==> config.mk <==
export PLATFORM = sky130hd
export DESIGN_NAME = dmem_lsu_flat
export DESIGN_NICKNAME = d
export VERILOG_FILES = /design/src/rtl/dmem_lsu_pkg.sv /design/src/rtl/dmem_lsu_if.sv /design/src/rtl/dmem_lsu_load_ext.sv /design/src/rtl/dmem_lsu.sv /design/src/flat_wrapper.sv
export SDC_FILE = /design/constraint.sdc
export NUM_CORES = 1
export LEC_CHECK = 0
export CAP_MARGIN = 20
export CORE_ASPECT_RATIO = 2
export CORE_UTILIZATION = 51
export DETAILED_ROUTE_END_ITERATION = 7
export PLACE_DENSITY = 0.93
export SYNTH_ARGS = -nofsm -noshare
export SYNTH_HDL_FRONTEND = slang
export SYNTH_SLANG_ARGS = --single-unit
==> constraint.sdc <==
create_clock -name clock -period 3.8 [get_ports clock]
set_input_delay 0.57 -clock clock [delete_from_list [all_inputs] [get_ports clock]]
set_output_delay 0.57 -clock clock [all_outputs]
set_load 0.02 [all_outputs]
Figure 1. Clock wiring as the flow saved it (run 1).
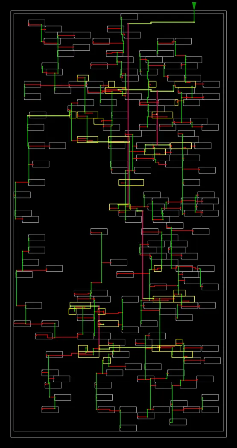
number of buffers created by CTS: 17
clk_buf instances: 20

Figure 2. Power grid (run 1).
Drawn at 2 px/µm. Pins as bars on the die edge. Tap cells in grey.
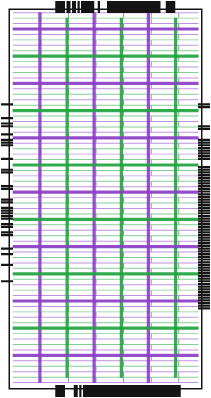
VSS -> purple
VDD -> green
signal pins = 206
tap cells = 210
met4 straps = 6
met5 straps = 13
rows = 68
die height: 189 µm
Std-Cell Core Area: 0.0172 mm²
Max IR drop VDD: 0.311 mV

Figure 3. Signal wires by layer (run 1).
Drawn at 2 px/µm.
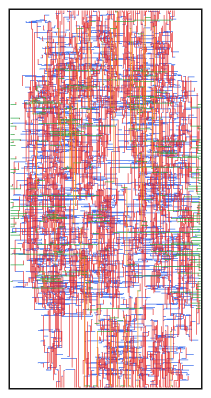
M3 -> green  # wire length 1460 µm
M4 -> orange  # wire length 1480 µm
M1 -> blue  # wire length 9280 µm
M2 -> red  # wire length 14900 µm
routed vias: 8666
Overall Global Routing Usage: 30.1%
average routed wire per standard cell: 18.4 µm
Post-Route WL: 27100 µm

Figure 4. Metal 3 (run 1).
Drawn at 2 px/µm. Cells faint in the background.
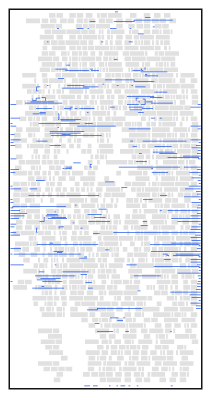
nets with wire on the layer = 190
longest straight run = 43.5 µm
wire length on this layer = 1460 µm
GR met3 Demand/Resource: 5.10%

==> reports/metrics.cfg, run 1 <==
[floorplanning]
design.die.area_mm2=0.0181
floorplan.core_util_pct=51.9
num_io_pins=206

[final_layout]
area_share_clock_buf_inv_pct=4.88
dominant_cells=combinational gates
synthToLayoutAreaGrowth_pct=34.3

[worst_setup_path]
r2r_setup_slack_ns=0.69
worstSetupPathDepth=16
cp_top_family=buffers and inverters
worst-endpoint-required_ns=4.14
cpPeakStageDelay_ns=0.51
r2r_cells=12
cells_along_the_critical_path=clkdlybuf4s50_1 -> nor2_1 -> ha_1 -> fa_1 -> a21oi_2 -> buf_4 -> nor4_4 -> nand4_1 -> mux2_1 -> a211o_1 -> and4bb_4 -> a32o_4 -> buf_12 -> buf_4 -> nand3_1 -> o21ai_0

[pwr]
combPwrFrac_pct=12.1
reported_combinational_group_power_mw=0.502
power.clock.total_mw=1.72
switching_share_pct=26.1

[detailed_routing]
route.layer.met1.wl_um=9280
route.detailed.drc=0
dr.max_layer_used=met4

[logic_synthesis]
number_of_enable_type_register_cells_in_the_synthesized_netlist=0
synthMuxAreaShare_pct=6.45
synth_stat.cells=1043
yosys_most_used_dff=sky130_fd_sc_hd__dfxtp_1

[job]
count_of_tool_warnings=30

[placed_design]
hpwlAfterDp_um=19900
numPortBuffers=205

[global_routing]
grt-ovfl-total=0
grt.met2_usage_pct=55.5

[run_status]
status=completed

[final_timing]
period_needed_ns=3.65
finalWorstSetupSlack_ns=0.154

[clock_tree]
numClockSinks=173

-- run 1: synth_stat cells, types with 11 or more instances --
| master | instances | share of area (%) |
|---|---|---|
| sky130_fd_sc_hd__nand2_1 | 249 | 10 |
| sky130_fd_sc_hd__dfxtp_1 | 173 | 39 |
| sky130_fd_sc_hd__a21boi_0 | 67 | 5.6 |
| sky130_fd_sc_hd__clkbuf_1 | 60 | 2.5 |
| sky130_fd_sc_hd__o21ai_0 | 59 | 3.3 |
| sky130_fd_sc_hd__mux2i_1 | 35 | 3.9 |
| sky130_fd_sc_hd__inv_1 | 33 | 1.4 |
| sky130_fd_sc_hd__o211a_1 | 33 | 3.7 |
| sky130_fd_sc_hd__nand3_1 | 27 | 1.5 |
| sky130_fd_sc_hd__nand4b_1 | 26 | 2.6 |
| sky130_fd_sc_hd__nor2_1 | 24 | 1.0 |
| sky130_fd_sc_hd__xor2_1 | 21 | 2.1 |
| sky130_fd_sc_hd__a21oi_1 | 16 | 0.90 |
| sky130_fd_sc_hd__xnor2_1 | 16 | 1.6 |
| sky130_fd_sc_hd__nand4_1 | 15 | 1.1 |
| sky130_fd_sc_hd__nor2b_1 | 15 | 1.1 |
| sky130_fd_sc_hd__o221ai_1 | 15 | 1.5 |
| sky130_fd_sc_hd__nor3_1 | 12 | 0.67 |
| sky130_fd_sc_hd__buf_2 | 11 | 0.62 |
-- run 1: metrics by stage --
step           setup TNS, ns  std cells  power (mW)  hold slack [ns]  cell area (µm²)
2_1_floorplan              0       1043        2.20            0.440             8920
3_3_place_gp          -19.71       1438        2.43            0.437            11400
3_5_place_dp          -25.29       1438        2.44            0.444            11400
4_1_cts                    0       1470        4.15            0.453            11900
5_1_grt             -0.00602       1472        4.29            0.472            12000
6_report                   0       1472        4.14            0.451            12000
Figure 5. Signal wires on met2 (run 1).
Drawn at 2 px/µm.
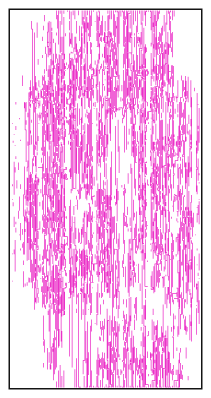

==> run 1 -> run 2 <==
--- a/config.mk
+++ b/config.mk
@@ -7,9 +7,11 @@
 export LEC_CHECK = 0
 export CAP_MARGIN = 20
 export CORE_ASPECT_RATIO = 2
-export CORE_UTILIZATION = 51
+export CORE_MARGIN = 2
+export CORE_UTILIZATION = 30
 export DETAILED_ROUTE_END_ITERATION = 7
-export PLACE_DENSITY = 0.93
+export MAX_ROUTING_LAYER = met4
+export PLACE_DENSITY = 0.64
 export SYNTH_ARGS = -nofsm -noshare
 export SYNTH_HDL_FRONTEND = slang
 export SYNTH_SLANG_ARGS = --single-unit
Figure 6. Signal wires on met2 (run 2).
Drawn at 1.5 px/µm.
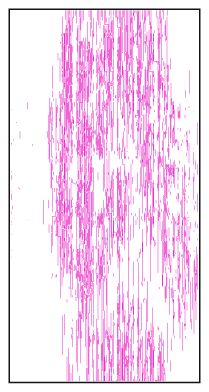
nets with wire on the layer = 1175
longest straight run = 81.6 µm
share of all routed wire = 57%
wire length on this layer = 16900 µm
routed vias: 8388
met2 demand-to-capacity share in global routing: 36.4%

Figure 7. Power grid (run 2).
Drawn at 2 px/µm. Pins as bars on the die edge. Tap cells in grey.
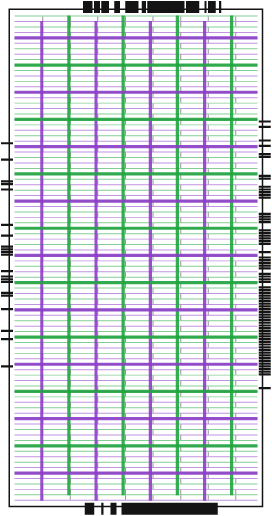
VSS -> purple
VDD -> green
met4 straps = 8
met5 straps = 17
Std-Cell Core Area: 0.0294 mm²
Max IR drop VDD: 0.323 mV
die height: 248 µm
Die Span X: 126 µm

Figure 8. Metal 3 (run 2).
Drawn at 1.5 px/µm. Cells faint in the background.
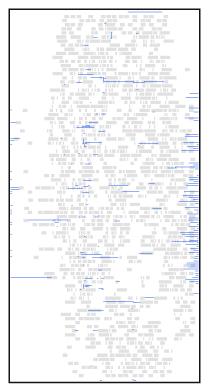
wire length on this layer = 852 µm
share of all routed wire = 2.9%
GR met3 Demand/Resource: 2.69%
Post-Route WL: 29800 µm

==> run 2 against run 1 <==
  * First-iteration DRC count down 34%
  * Clock power up 3%
  * Critical endpoint is now u_core.dmem_address[19]
  * Total power up 1.6%
  * Clock skew about the same
  * Global-route usage down 11 points
  * Non-clock buffer count up 15
==> reports/metrics.cfg, run 2 <==
[worst_setup_path]
worst-endpoint-required_ns=4.13  ; about the same
r2r_setup_slack_ns=0.70  ; about the same
cpPeakStageDelay_ns=0.47  ; -0.04 ns

[final_layout]
synthToLayoutAreaGrowth_pct=38.7
final_cell_area_mm2=0.0124  ; +3.3%

[logic_synthesis]
topCellsByArea=sky130_fd_sc_hd__dfxtp_1 39%, sky130_fd_sc_hd__nand2_1 10%, sky130_fd_sc_hd__a21boi_0 5.6%
number_of_enable_type_register_cells_in_the_synthesized_netlist=0  ; unchanged
synth_top_cell_by_area=sky130_fd_sc_hd__dfxtp_1
synth_stat.cells=1043  ; unchanged
post_synth_most_frequent_cells=249 x sky130_fd_sc_hd__nand2_1, 173 x sky130_fd_sc_hd__dfxtp_1, 67 x sky130_fd_sc_hd__a21boi_0
synth_largest_type_area_fraction_pct=38.8  ; unchanged
yosys_most_used_dff=sky130_fd_sc_hd__dfxtp_1

[clock_tree]
numClockSinks=173  ; unchanged
tritoncts.num_buffers=17  ; unchanged

[placed_design]
hpwlAfterDp_um=22000  ; +11%
standard_cell_area_after_detailed_placement_mm2=0.0116  ; +2.4%
numPortBuffers=205  ; unchanged
placedCellCount=1601  ; +11%

[floorplanning]
num_io_pins=206  ; unchanged
design.die.area_mm2=0.0312  ; +73%

[pwr]
combPwrFrac_pct=12.5  ; +0.4 points
switching_share_pct=25.8  ; -0.36 points
total_power_consumption_mw=4.20  ; +1.6%

[final_timing]
fin_tns_setup_ns=0  ; unchanged
finalWorstSetupSlack_ns=0.133  ; -0.0207 ns

[detailed_routing]
avgRoutedWirePerCell_um=18.1  ; -1.5%

[run_status]
status=completed

[job]
count_of_tool_warnings=28  ; -6.7%

[run 2: per-layer routing]
metal  up-vias  wire length (µm)  global-route usage (%)  share of wire [%]
met5         -                 0                       -                  0
met4         0              1520                    9.63                5.1
met3        81               852                    2.69                2.9
met2       209             16900                    36.4                 57
met1      3990             10500                    18.1                 35
li1       4108                 -                       -                  -
[run 2: layout make-up]
type | count | area [µm²] | area share, %
antenna | 2 | 5.00 | 0.0405
clock buffer | 19 | 453 | 3.66
clock inverter | 12 | 135 | 1.09
inverter | 33 | 124 | 1.00
multi-input combinational | 756 | 4980 | 40.3
sequential | 173 | 3460 | 28.0
tap | 364 | 455 | 3.68
timing repair buffer | 283 | 2750 | 22.2
[run 2: logic make-up (layout without fill, tap and decap cells)]
| group | after synthesis | in the layout | synth area share (%) |
|---|---|---|---|
| DFF | 173 | 173 | 38.8 |
| buffers and inverters | 115 | 347 | 5.92 |
| other | 0 | 2 | 0 |
| xor gates and xnor gates | 37 | 37 | 3.63 |
| adders and majority gates | 11 | 11 | 1.71 |
| AOI/OAI and AO/OA | 246 | 247 | 21.0 |
| and+or+nand+nor | 414 | 414 | 22.5 |
| muxes | 47 | 47 | 6.45 |
[run 2: power groups by stage]
stage	sequential, mW	clock (mW)	combinational (mW)
floorplan	1.94	0	0.268
global placement	1.95	0	0.502
detailed placement	1.95	0	0.507
CTS	1.91	1.81	0.510
global route	1.92	1.87	0.575
finish	1.91	1.77	0.527
[run 2: worst max-delay path: cells and delay by family]
kind / cells / cell delay [ns]
buffers and inverters: 4 / 0.93
AND-OR/OR-AND: 5 / 0.97
AND/OR/NAND/NOR: 4 / 0.58
adder cells (fa/ha/maj): 2 / 0.62
multiplexers: 1 / 0.33
Power and IR drop assume default switching activity.
